[config.mk]
export PLATFORM = sky130hd
export DESIGN_NAME = ifetch_queue
export DESIGN_NICKNAME = d
export VERILOG_FILES = /design/src/rtl/ifetch_queue.sv
export SDC_FILE = /design/constraint.sdc
export NUM_CORES = 1
export LEC_CHECK = 0
export ABC_AREA = 1
export CAP_MARGIN = 0
export CORE_MARGIN = 2
export CORE_UTILIZATION = 55
export CTS_CLUSTER_SIZE = 40
export DETAILED_ROUTE_END_ITERATION = 12
export PLACE_DENSITY = 0.83
export SETUP_SLACK_MARGIN = 0.4
export SLEW_MARGIN = 20
export SYNTH_ARGS = -nofsm -noshare
export SYNTH_HDL_FRONTEND = slang
export SYNTH_SLANG_ARGS = --single-unit
[constraint.sdc]
create_clock -name clk -period 12.1 [get_ports clk]
set_clock_uncertainty 0.15 [all_clocks]
set_input_delay 2.42 -clock clk [delete_from_list [all_inputs] [get_ports clk]]
set_output_delay 2.42 -clock clk [all_outputs]
set_load 0.005 [all_outputs]
[src/rtl/ifetch_queue.sv]
`default_nettype none
// ============================================================================
// Module   : ifetch_queue
// Brief    : In-order instruction fetch queue between the PC logic, instruction
//            memory and decode. Define IFQ_BYPASS_EN for zero-cycle rsp->decode.
// Revision : 1.0
// ============================================================================
module ifetch_queue #(
    parameter int DEPTH = 4,
    parameter int AW    = 32
) (
    input  logic          clk,
    input  logic          reset,
    input  logic [AW-1:0] pc_in,
    input  logic          pc_valid,
    output logic          pc_ready,
    output logic          mem_req_valid,
    output logic [AW-1:0] mem_req_addr,
    input  logic          mem_req_ready,
    input  logic          mem_rsp_valid,
    input  logic [31:0]   mem_rsp_data,
    output logic          instr_valid,
    output logic [31:0]   instr_data,
    output logic [AW-1:0] instr_pc,
    input  logic          instr_ready,
    input  logic          flush
);

    localparam int c_ptr_w = $clog2(DEPTH);
    // In-flight can reach DEPTH live fetches plus DEPTH pending drops.
    localparam int c_cnt_w = c_ptr_w + 2;
    localparam logic [c_ptr_w:0]   c_ptr_one = 1;
    localparam logic [c_cnt_w-1:0] c_cnt_one = 1;

    logic [AW-1:0]      pc_mem_q [DEPTH];
    logic [AW-1:0]      pc_mem_d [DEPTH];
    logic [31:0]        dt_mem_q [DEPTH];
    logic [31:0]        dt_mem_d [DEPTH];
    logic [c_ptr_w:0]   pc_wr_q, pc_wr_d;
    logic [c_ptr_w:0]   pc_rd_q, pc_rd_d;
    logic [c_ptr_w:0]   dt_wr_q, dt_wr_d;
    logic [c_ptr_w:0]   dt_rd_q, dt_rd_d;
    logic [c_cnt_w-1:0] inflight_q, inflight_d;
    logic [c_cnt_w-1:0] drop_q, drop_d;

    logic w_pc_full;
    logic w_dt_empty;
    logic w_req_valid;
    logic w_issue;
    logic w_rsp_acc;
    logic w_rsp_drop;
    logic w_rsp_keep;
    logic w_bypass;
    logic w_pop;
    logic w_dt_pop;
    logic w_dt_push;

    assign w_pc_full  = (pc_wr_q[c_ptr_w] != pc_rd_q[c_ptr_w]) &&
                        (pc_wr_q[c_ptr_w-1:0] == pc_rd_q[c_ptr_w-1:0]);
    assign w_dt_empty = (dt_wr_q == dt_rd_q);

    // Request side: credit is the PC FIFO not being full; reset also blocks it.
    assign w_req_valid   = pc_valid & ~w_pc_full & ~flush & ~reset;
    assign mem_req_valid = w_req_valid;
    assign mem_req_addr  = pc_in;
    assign w_issue       = w_req_valid & mem_req_ready;
    assign pc_ready      = w_issue;

    // A response with nothing in flight is a protocol error and is ignored.
    assign w_rsp_acc  = mem_rsp_valid & (inflight_q != '0);
    assign w_rsp_drop = w_rsp_acc & (drop_q != '0);
    assign w_rsp_keep = w_rsp_acc & (drop_q == '0);

`ifdef IFQ_BYPASS_EN
    assign w_bypass = w_rsp_keep & w_dt_empty & ~flush;
`else
    assign w_bypass = 1'b0;
`endif

    assign instr_valid = ~w_dt_empty | w_bypass;
    assign instr_data  = w_bypass ? mem_rsp_data : dt_mem_q[dt_rd_q[c_ptr_w-1:0]];
    assign instr_pc    = pc_mem_q[pc_rd_q[c_ptr_w-1:0]];

    assign w_pop     = instr_valid & instr_ready & ~flush;
    assign w_dt_pop  = w_pop & ~w_dt_empty;
    assign w_dt_push = w_rsp_keep & ~(w_bypass & instr_ready);

    always_comb begin
        pc_mem_d   = pc_mem_q;
        dt_mem_d   = dt_mem_q;
        pc_wr_d    = pc_wr_q;
        pc_rd_d    = pc_rd_q;
        dt_wr_d    = dt_wr_q;
        dt_rd_d    = dt_rd_q;
        drop_d     = drop_q;
        inflight_d = inflight_q;

        if (w_issue) begin
            inflight_d = inflight_d + c_cnt_one;
        end
        if (w_rsp_acc) begin
            inflight_d = inflight_d - c_cnt_one;
        end

        if (flush) begin
            // Everything still in flight after this edge belongs to the old stream.
            pc_rd_d = pc_wr_q;
            dt_rd_d = dt_wr_q;
            drop_d  = w_rsp_acc ? (inflight_q - c_cnt_one) : inflight_q;
        end else begin
            if (w_issue) begin
                pc_mem_d[pc_wr_q[c_ptr_w-1:0]] = pc_in;
                pc_wr_d = pc_wr_q + c_ptr_one;
            end
            if (w_pop) begin
                pc_rd_d = pc_rd_q + c_ptr_one;
            end
            if (w_dt_push) begin
                dt_mem_d[dt_wr_q[c_ptr_w-1:0]] = mem_rsp_data;
                dt_wr_d = dt_wr_q + c_ptr_one;
            end
            if (w_dt_pop) begin
                dt_rd_d = dt_rd_q + c_ptr_one;
            end
            if (w_rsp_drop) begin
                drop_d = drop_q - c_cnt_one;
            end
        end
    end

    always_ff @(posedge clk or posedge reset) begin
        if (reset) begin
            for (int i = 0; i < DEPTH; i++) begin
                pc_mem_q[i] <= '0;
                dt_mem_q[i] <= '0;
            end
            pc_wr_q    <= '0;
            pc_rd_q    <= '0;
            dt_wr_q    <= '0;
            dt_rd_q    <= '0;
            inflight_q <= '0;
            drop_q     <= '0;
        end else begin
            pc_mem_q   <= pc_mem_d;
            dt_mem_q   <= dt_mem_d;
            pc_wr_q    <= pc_wr_d;
            pc_rd_q    <= pc_rd_d;
            dt_wr_q    <= dt_wr_d;
            dt_rd_q    <= dt_rd_d;
            inflight_q <= inflight_d;
            drop_q     <= drop_d;
        end
    end

endmodule
`default_nettype wire

==> metrics.csv <==
stage;metric;value;unit
clock_network;CTS-repair resized insts;0;
final_timing;fin crit period;7152;ps
clock_network;clk ins delay skew pair;530;ps
detailed_routing;DRT met1 WL;12450;um
grt;initial antenna violation count;0;
yosys;area reported by Yosys stat;12770;um^2
grt;M3 GR Usage;0.04099;
critical_path;crit-path max cell delay;790;ps
critical_path;FF-to-FF End;pc_mem_q[78]$_DFFE_PP0P_;
power_and_ir_drop;Leakage;0.006980;uW
clock_network;H-Tree Depth;1;
clock_network;clk slew on worst S/H paths;60;ps
cells_and_area;Final Util;0.6727;
grt;number of global-route vias before repair;9410;
grt;Tot GR Track Use;0.2318;
detailed_routing;via/cell ratio;5.622;
cells_and_area;biggest regs;dt_mem_q (128), pc_mem_q (128);
grt;first-pass GRT wire length;46600;um
power_and_ir_drop;Tot Pwr;3923;uW
detailed_routing;DRT Wirelength;28560;um
detailed_routing;routed len/inst;16.42;um
yosys;FA/HA/MAJ Cells, Area Fraction;0.01372;
power_and_ir_drop;VDD IR max;0.1461;mV
worst_hold_path;hold depth;2;
yosys;Main logic family;AND-OR/OR-AND gates;
worst_hold_path;worst hold start;dt_mem_q[57]$_DFFE_PP0P_;
status;status;finished, final reports clean;
yosys;Top-area cell share;0.5408;
final_timing;Hold Vio Cnt, Final;0;
yosys;Synthesized registers;276;
area by class of cell:
| type | instances | share of cell area |
|---|---|---|
| inverter | 87 | 0.02187 |
| clock buffer | 46 | 0.05889 |
| sequential | 276 | 0.4522 |
| multi-input combinational | 858 | 0.3194 |
| timing repair buffer | 181 | 0.1174 |
| tap | 285 | 0.02334 |
| clock inverter | 6 | 0.006880 |
synth_stat cells, drive strengths merged:
master	n
a211oi	2
nor3b	1
o221ai	1
dfrtp	276
nand3	8
xor2	10
o311ai	1
ha	14
mux2	103
inv	87
o22ai	39
nor2	118
o211ai	1
nand2	197
o21ai	321
nand4	4
nor3	3
buf	55
xnor2	6
a31oi	1
a21oi	28
clkbuf	61
power by group:
part           total [uW]  switching (uW)  internal (uW)
Combinational        1550             785            766
Clock                 918             349            568
Sequential           1450             183           1270
Total                3920            1320           2610
Figure 1. Floorplan with the power grid.
Drawn at 2 px/um. Pins as bars on the die edge.
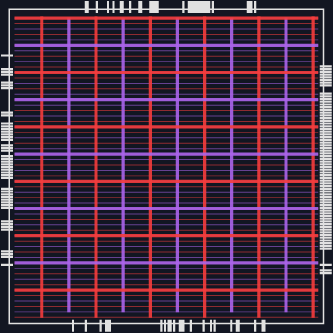
- VSS: red
- VDD: purple
- rows: 55
- met1 rails: 56
- signal pins: 170
- met4 straps: 11

Figure 2. Local utilization.
Drawn at 2 px/um. 16 x 16 tiles, from black (low) to pale yellow (high), 0 to 100% covered.
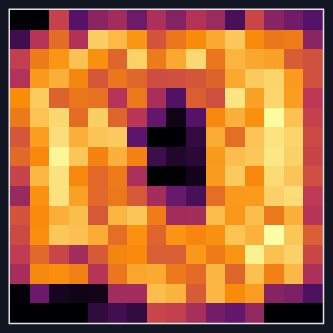
- tiles over 75% full: 38%
- mean over tiles: 61%
- emptiest ninth of the die: middle
- nearly empty tiles: 5.5%
- fullest tile: 100%

Figure 3. Sequential cells coloured by netlist name.
Drawn at 2 px/um.
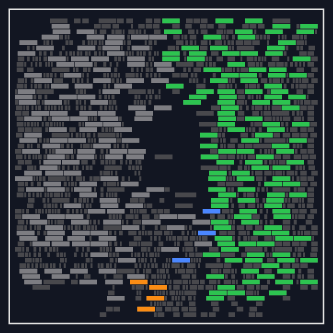
- pc_wr_q: blue (sequential cells 3)
- pc_mem_q: green (sequential cells 128)
- inflight_q: orange (sequential cells 4; where bottom middle)
flop share of the area: 0.4522
reported sequential group power: 1450 uW

Power and IR drop assume default switching activity.
